### src/rtl/fetch_unit.sv
// Instruction-fetch stage: owns the PC, keeps one imem read in flight and
// buffers returned words with their PCs for decode.
module fetch_unit #(
    parameter logic [31:0] RESET_PC  = 32'h0000_0000,
    parameter int          BUF_DEPTH = 2
) (
    input  logic        clk,
    input  logic        rst_n,
    input  logic        redirect_valid,
    input  logic [31:0] redirect_pc,
    output logic        imem_req_valid,
    output logic [31:0] imem_req_addr,
    input  logic        imem_req_ready,
    input  logic        imem_rsp_valid,
    input  logic [31:0] imem_rsp_data,
    output logic        inst_valid,
    output logic [31:0] inst_data,
    output logic [31:0] inst_pc,
    input  logic        inst_ready
);

    localparam int PW = (BUF_DEPTH > 1) ? $clog2(BUF_DEPTH) : 1;
    localparam int CW = PW + 1;

    logic [31:0]   r_pc;
    logic [31:0]   r_req_pc;
    logic          r_outstanding;
    logic          r_discard;
    logic [PW-1:0] r_head;
    logic [PW-1:0] r_tail;
    logic [CW-1:0] r_count;
    logic [31:0]   r_buf_data [BUF_DEPTH];
    logic [31:0]   r_buf_pc   [BUF_DEPTH];

    logic          w_pop;
    logic          w_push;
    logic          w_req_fire;
    logic [CW:0]   w_occ;

    assign w_pop  = inst_valid & inst_ready;
    assign w_push = imem_rsp_valid & ~r_discard & ~redirect_valid;

    // Occupancy the buffer will have once the in-flight word lands; the new
    // request only goes out if its response is guaranteed a free slot.
    assign w_occ = {1'b0, r_count} + (CW+1)'(r_outstanding) - (CW+1)'(w_pop);

    assign imem_req_valid = rst_n & ~redirect_valid
                          & (~r_outstanding | imem_rsp_valid)
                          & (w_occ < (CW+1)'(BUF_DEPTH));
    assign imem_req_addr  = r_pc;
    assign w_req_fire     = imem_req_valid & imem_req_ready;

    assign inst_valid = rst_n & (r_count != '0);
    assign inst_data  = inst_valid ? r_buf_data[r_head] : 32'h0;
    assign inst_pc    = inst_valid ? r_buf_pc[r_head]   : 32'h0;

    always_ff @(posedge clk) begin
        if (!rst_n) begin
            r_pc          <= RESET_PC;
            r_req_pc      <= 32'h0;
            r_outstanding <= 1'b0;
            r_discard     <= 1'b0;
            r_head        <= '0;
            r_tail        <= '0;
            r_count       <= '0;
        end else begin
            if (w_req_fire)
                r_outstanding <= 1'b1;
            else if (imem_rsp_valid)
                r_outstanding <= 1'b0;

            // A redirect with the word still in flight poisons that word.
            if (imem_rsp_valid)
                r_discard <= 1'b0;
            else if (redirect_valid && r_outstanding)
                r_discard <= 1'b1;

            if (redirect_valid) begin
                r_pc    <= {redirect_pc[31:2], 2'b00};
                r_head  <= '0;
                r_tail  <= '0;
                r_count <= '0;
            end else begin
                if (w_req_fire) begin
                    r_pc     <= r_pc + 32'd4;
                    r_req_pc <= r_pc;
                end
                if (w_push)
                    r_tail <= r_tail + 1'b1;
                if (w_pop)
                    r_head <= r_head + 1'b1;
                r_count <= r_count + CW'(w_push) - CW'(w_pop);
            end
        end
    end

    always_ff @(posedge clk) begin
        if (rst_n && w_push) begin
            r_buf_data[r_tail] <= imem_rsp_data;
            r_buf_pc[r_tail]   <= r_req_pc;
        end
    end

endmodule
### config.mk
export PLATFORM = sky130hd
export DESIGN_NAME = fetch_unit
export DESIGN_NICKNAME = d
export VERILOG_FILES = /design/src/rtl/fetch_unit.sv
export SDC_FILE = /design/constraint.sdc
export NUM_CORES = 1
export LEC_CHECK = 0
export CAP_MARGIN = 20
export CORE_MARGIN = 5
export CORE_UTILIZATION = 35
export CTS_BUF_LIST = sky130_fd_sc_hd__clkbuf_16
export CTS_CLUSTER_SIZE = 25
export DETAILED_ROUTE_END_ITERATION = 10
export GPL_ROUTABILITY_DRIVEN = 0
export HOLD_SLACK_MARGIN = 0.05
export PLACE_DENSITY_LB_ADDON = 0.12
export SYNTH_ARGS = -nofsm -noshare
export SYNTH_HDL_FRONTEND = slang
export SYNTH_SLANG_ARGS = --single-unit
### constraint.sdc
create_clock -name clk -period 21.5 [get_ports clk]
set_input_delay 5.375 -clock clk [delete_from_list [all_inputs] [get_ports clk]]
set_output_delay 5.375 -clock clk [all_outputs]
set_load 0.02 [all_outputs]
Run 1, clock nets:
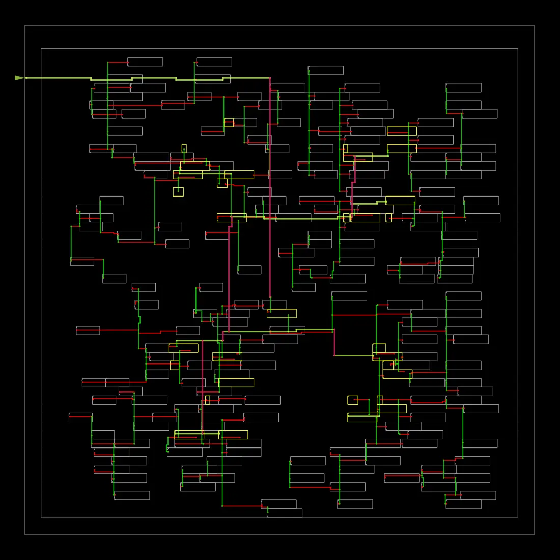
Sink Count: 191
worst skew pair latency: 0.42 ns
TritonCTS buffer count: 17

Run 1, ports around the boundary:
Pins as bars across the die edge, other pins in grey.
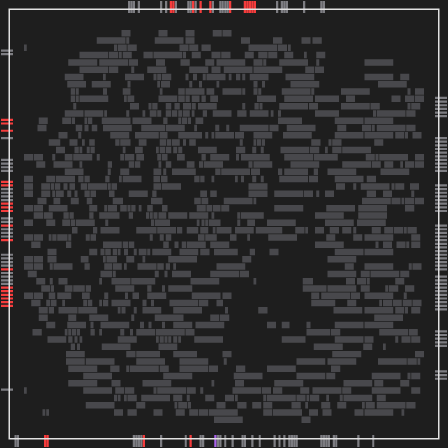
[red] imem_req_addr | pins: 32 | direction: output | edge: 17 left, 11 top, 4 bottom
[purple] redirect_valid | pins: 1 | direction: input | edge: bottom
all pins by edge: 55 right, 42 left, 38 bottom, 33 top
Port Buffer Count: 161
die span in y: 160 um
Die X: 160 um

Run 1, sizing map:
Scale bar: 50 um.
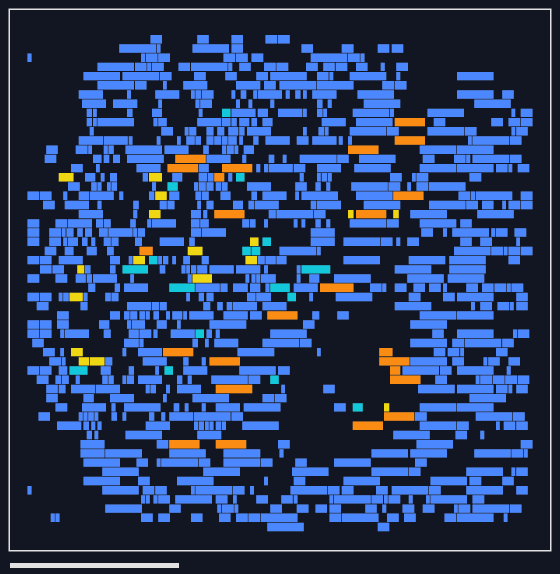
[orange] drive 6 and up | cells: 24 | share: 2.9% | most used: clkbuf_16
[cyan] drive 3 to 4 | cells: 17 | share: 2.1% | most used: buf_4
[yellow] drive 2 | cells: 17 | share: 2.1% | most used: clkinv_2
[blue] drive 1 or less | cells: 760 | share: 93% | most used: clkdlybuf4s50_1
area grow syn2layout: 31.5%
final critical-path setup slack: 7.37 ns

==> impl_metrics.env, run 1 <==
# yosys + openroad results
export IMPL_slowest_delay_ns=0.83
export IMPL_final_cell_area_um2=10300
export IMPL_row_count=54
export IMPL_aoi_share_pct=6.18
export IMPL_status="completed"
export IMPL_critPathTopFamily="buffers and inverters"
export IMPL_ys_cells=652
export IMPL_synth_edff_count=124
export IMPL_chip_area_um2=25500
export IMPL_finalHoldViolCount=0
export IMPL_synthMostInstantiatedCell="edfxtp_1"
export IMPL_synth_area_yosys_um2=7840
export IMPL_synthCells=652
export IMPL_drive_above_1_share_pct=7.09
export IMPL_antenna_found_initial=0
export IMPL_yosys_dominant_comb_family="simple AND/OR/NAND/NOR gates"
export IMPL_cts_buffer_depth=2
export IMPL_cts_setup_buffers=0
export IMPL_syn_area_um2=7840
export IMPL_power_leakage_uw=0.00333
export IMPL_rsz0062_at_grt="no"
export IMPL_drt_pass1_iter_count=4
export IMPL_worstPathArrival_ns=8.75
export IMPL_synth_top_area_share_pct=47.5
export IMPL_dp_cells=1064
export IMPL_min_path_type="flop to flop"
export IMPL_avgRoutedWirePerCell_um=17.7
export IMPL_openroad_warnings=28
export IMPL_drt_iter0_markers=295
export IMPL_p_sw_share_pct=22.8
export IMPL_num_vias=5508
export IMPL_grt_pass1_vias=5581
export IMPL_reg2reg_to="imem_req_addr[31]"
export IMPL_ys_sh_xor_pct=2.11
export IMPL_clkTransAtPathRegs_ns=0.07
export IMPL_start_kind="primary input"
## run 1: kinds of logic (layout without fill, tap and decap cells)
kind of cell / count (synthesis) / count (layout)
fa+ha+maj: 5 / 5
mux: 67 / 67
simple gates: 243 / 243
other cells: 1 / 4
xor+xnor: 18 / 18
compound gates: 79 / 79
flops: 191 / 191
buf+inv: 48 / 211
## run 1: how the worst max path moves through the flow
stage          start              to  slack (ns)  depth (start not counted)
2_1_floorplan  rst_n  imem_req_valid        8.41                         10
3_3_place_gp   rst_n  imem_req_valid        7.42                         11
3_5_place_dp   rst_n  imem_req_valid        7.41                         11
4_1_cts        rst_n  imem_req_valid        7.39                         11
5_1_grt        rst_n  imem_req_valid        7.11                         11
6_report       rst_n  imem_req_valid        7.37                         11
## run 1: layer usage
| metal | routed length [um] | GRT usage, % | vias to the layer above | share of wire (%) |
|---|---|---|---|---|
| li1 | - | - | 2657 | - |
| met1 | 8900 | 20.5 | 2686 | 46 |
| met2 | 9390 | 24.8 | 148 | 48 |
| met3 | 917 | 4.05 | 17 | 4.7 |
| met4 | 222 | 3.75 | 0 | 1.1 |
| met5 | 0 | 0 | - | 0 |
## run 1: final cells by class
class	instances	area, um2	area share (%)
clock buffers	18	450	4.37
multi-input cells	416	2570	25.0
well taps	280	350	3.40
repair buffers	171	1710	16.6
inverters	8	30.0	0.292
clock inverters	14	118	1.14
flip-flops and latches	191	5070	49.2
## run 1: per-stage QoR
| step | setup WS, ns | hold slack, ns | total power [uW] |
|---|---|---|---|
| after floorplan | 8.41 | 0.425 | 442 |
| after global placement | 7.42 | 0.434 | 473 |
| after detailed placement | 7.41 | 0.436 | 474 |
| after CTS | 7.39 | 0.455 | 778 |
| after global routing | 7.11 | 0.474 | 800 |
| final | 7.37 | 0.456 | 768 |
## run 1: sequential cells by signal (all words and copies together), names as in the netlist, named ones only
name and flops:
r_buf_data 64, r_buf_pc 60, imem_req_addr 30, r_req_pc 30, r_count 2, r_discard 1
r_head 1, r_outstanding 1, r_tail 1
## run 1: worst reg2reg max path, delay by kind of cell (launching register included)
| kind | cells | cell delay (ns) |
|---|---|---|
| AOI/OAI and AO/OA | 3 | 0.61 |
| xor gates and xnor gates | 1 | 0.33 |
| adders and majority gates | 2 | 0.68 |
| buffers and inverters | 2 | 0.51 |
| DFF | 1 | 0.55 |
| and+or+nand+nor | 3 | 0.74 |
## run 1: cells in the final DEF (no fill, tap or decap), types with 4 or more instances in the layout
cell / count
clkdlybuf4s50_1: 161
edfxtp_1: 124
nand2_1: 89
nor2_1: 78
dfxtp_1: 66
mux2i_1: 64
a21oi_1: 41
clkbuf_16: 18
nand3_1: 16
nand4_1: 16
inv_1: 10
xor2_1: 10
o211ai_1: 8
buf_4: 8
xnor2_1: 7
nor4_1: 7
o21ai_0: 6
o311ai_0: 5
and3_1: 4
o21ai_1: 4
nor3_1: 4
or3_1: 4
a31oi_1: 4
ha_1: 4
conb_1: 4
Run 1, clock network drawn from the DEF:
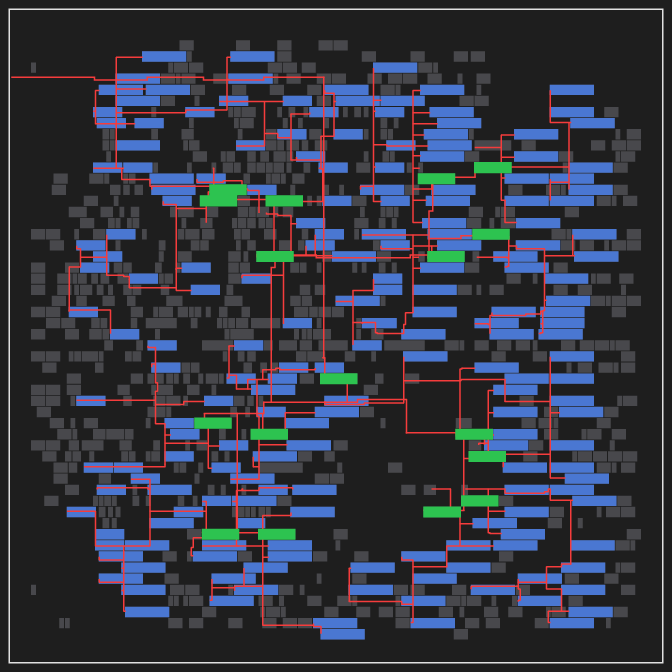

==> run 1 -> run 2 <==
Clock period 21.5 ns to 13.5 ns, I/O delays scaled along.
Run 2, clock network drawn from the DEF:
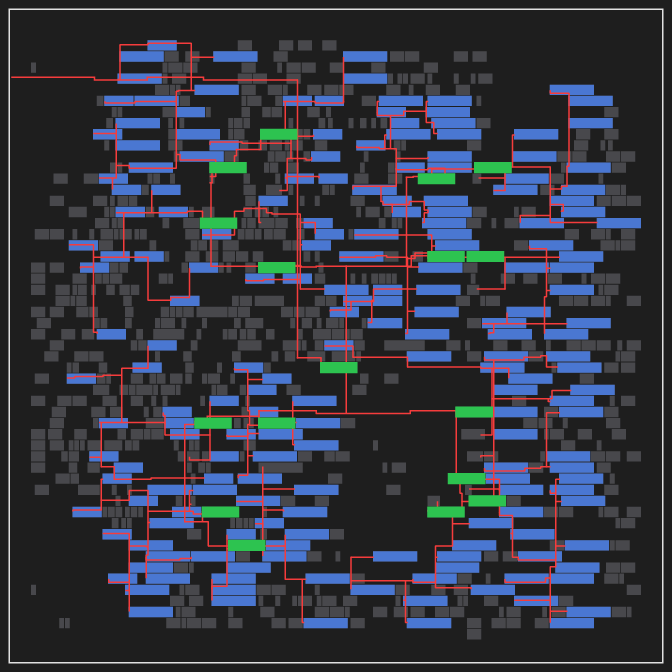
[green] cells driving clock nets | count: 17
[blue] flip-flops | count: 191
[red] clock wires | length: 2190 um
flops lie: spread over the die
clock power share: 39.8%
Layout Skew: 0.00922 ns
worst skew pair latency: 0.43 ns
P_clk: 490 uW

Run 2, met4 routing:
Scale bar: 50 um.
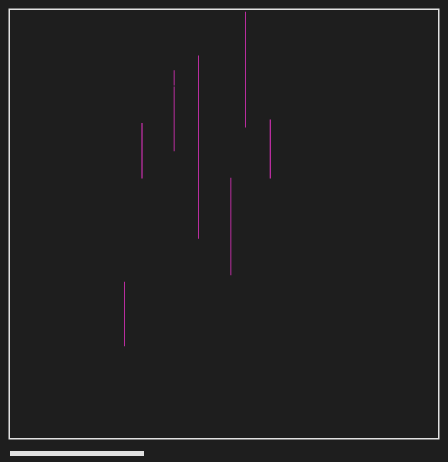
main direction: vertical
wire length on this layer: 242 um
share of all routed wire: 1.3%
nets with wire on the layer: 5
vias: 5490
DRT Wirelength: 19.2 mm

Run 2, sizing map:
Scale bar: 50 um.
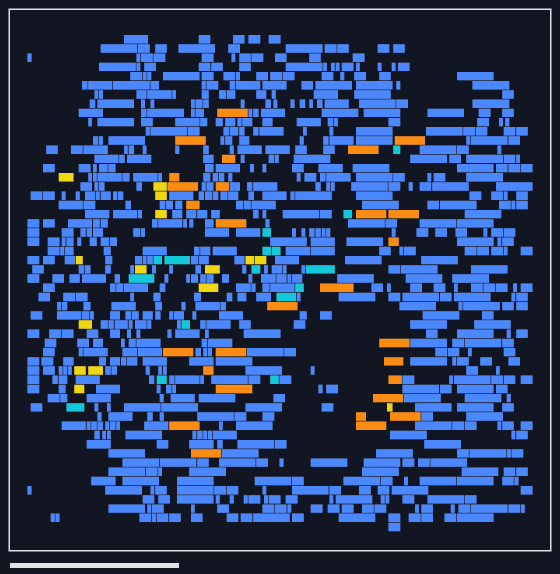
[cyan] drive 3 to 4 | cells: 16 | share: 2.0% | most used: buf_4
[orange] drive 6 and up | cells: 28 | share: 3.4% | most used: clkbuf_16
[blue] drive 1 or less | cells: 759 | share: 93% | most used: clkdlybuf4s50_1
[yellow] drive 2 | cells: 15 | share: 1.8%
final critical-path setup slack: 3.40 ns
Signal buffers: 171
area grow syn2layout: 31.6%
post-route design area: 10300 um2

==> run 2 against run 1 <==
Clock skew fell by 0.0015 ns. Synthesized cell count did not move. Synthesized area is the same. Critical path type unchanged.
==> impl_metrics.env, run 2 <==
# yosys + openroad results
export IMPL_fillerInstances=2005
export IMPL_p_sw_share_pct=23.7
export IMPL_cts_made_buffers=17
export IMPL_drcViolationCount=0
export IMPL_largest_reg_flops=64
export IMPL_ys_cells=652
export IMPL_avgRoutedWirePerCell_um=17.5
export IMPL_io_buffers=161
export IMPL_ff_latch_area_um2=5070
export IMPL_drtAntennaViolNets=0
export IMPL_critPathTopFamily="buffers and inverters"
export IMPL_ios=168
export IMPL_synth_top_area_share_pct=47.5
export IMPL_drive_above_1_share_pct=7.21
export IMPL_synth_area_yosys_um2=7840
export IMPL_drt_iter0_markers=283
export IMPL_clkSinkCount=191
export IMPL_cts_buffer_depth=2
export IMPL_die_w_um=160
export IMPL_slowest_delay_ns=0.82
export IMPL_reg_top3="r_buf_data (64), r_buf_pc (60)"
export IMPL_min_path_type="flop to flop"
export IMPL_syn_area_per_cell_um2=12.0
export IMPL_p_total_uw=1230
export IMPL_grt_pass1_vias=5406
export IMPL_status="completed"
export IMPL_syn_area_um2=7840
export IMPL_drt_pass1_iter_count=4
export IMPL_rsz0062_at_grt="no"
export IMPL_dieHeight_um=160
export IMPL_clkTransAtPathRegs_ns=0.07
export IMPL_final_cell_mix="clkdlybuf4s50_1, edfxtp_1, nand2_1"
export IMPL_worstPathArrival_ns=6.73
export IMPL_logic_area_um2=2570
export IMPL_floorplan_core_util_pct=35.7
export IMPL_grt_pass1_wl_mm=30.2
export IMPL_row_count=54
export IMPL_synthCells=652
export IMPL_intPower_uw=939
export IMPL_antenna_found_initial=0
export IMPL_switchingPower_uw=292
export IMPL_layout_top_cell="clkdlybuf4s50_1"
export IMPL_reg2reg_to="imem_req_addr[31]"
export IMPL_root_buffer="clkbuf_16"
export IMPL_cts_setup_buffers=0
export IMPL_cp_startpoint="rst_n"
export IMPL_power_leakage_uw=0.00333
export IMPL_openroad_warnings=28
export IMPL_top_register="r_buf_data"
export IMPL_final_nets=880
export IMPL_synthMostInstantiatedCell="edfxtp_1"
export IMPL_postCtsHoldBufs=0
export IMPL_start_kind="primary input"
export IMPL_chip_area_um2=25500
export IMPL_synth_async_reset_ratio_pct=0
export IMPL_critPathKind="primary input to primary output"
export IMPL_synth_edff_count=124
export IMPL_finalHoldViolCount=0
-- run 2: cell counts after synthesis --
No cell type changed its count.
-- run 2: cells by family (layout without fill, tap and decap cells) --
group	Yosys count	in the layout	synth area share [%]
AND/OR/NAND/NOR	243	243	14.6
other	1	4	0.0479
adder cells (fa/ha/maj)	5	5	0.894
buffers and inverters	48	211	2.89
multiplexers	67	67	8.66
AND-OR/OR-AND	79	79	6.18
XOR/XNOR	18	18	2.11
flip-flops	191	191	64.6
-- run 2: routing by layer --
metal | share of wire (%) | GRT usage, % | vias up | wire length [um]
met2 | 47 | 23.4 | 171 | 9030
met5 | 0 | 0 | - | 0
li1 | - | - | 2658 | -
met1 | 46 | 20.4 | 2643 | 8760
met3 | 6.2 | 3.94 | 18 | 1190
met4 | 1.3 | 4.26 | 0 | 242
-- run 2: worst reg2reg max path, delay by kind of cell, from the launching register on --
| family | cells | cell delay, ns |
|---|---|---|
| DFF | 1 | 0.57 |
| buffers and inverters | 2 | 0.54 |
| and+or+nand+nor | 3 | 0.79 |
| xor gates and xnor gates | 1 | 0.32 |
| adders and majority gates | 2 | 0.69 |
| AOI/OAI and AO/OA | 3 | 0.63 |
-- run 2: cell type report --
class                   instances  share of cell area [%]
inverters                       8                   0.291
well taps                     280                    3.40
flip-flops and latches        191                    49.2
multi-input cells             416                    25.0
clock buffers                  17                    4.13
clock inverters                15                    1.46
repair buffers                171                    16.6
-- run 2: how the worst max path moves through the flow --
stage,end,cells past startpoint
final,imem_req_valid,11
after global routing,imem_req_valid,11
after CTS,imem_req_valid,11
after detailed placement,imem_req_valid,11
after global placement,imem_req_valid,11
after floorplan,imem_req_valid,10
-- run 2: power by group through the flow --
stage / combinational [uW] / clock [uW] / sequential, uW
after floorplan: 39.7 / 0 / 664
after global placement: 93.2 / 0 / 660
after detailed placement: 94.3 / 0 / 661
after CTS: 94.7 / 502 / 648
after global routing: 102 / 526 / 649
final: 94.4 / 490 / 648
-- run 2: metrics by stage --
stage / setup WS, ns / cells / cell area [um2] / hold slack [ns]
finish: 3.40 / 1098 / 10300 / 0.456
global route: 3.13 / 1098 / 10300 / 0.476
CTS: 3.40 / 1096 / 10300 / 0.459
detailed placement: 3.42 / 1064 / 9690 / 0.441
global placement: 3.40 / 1064 / 9690 / 0.433
floorplan: 4.41 / 655 / 7850 / 0.425
Power and IR drop assume default switching activity.
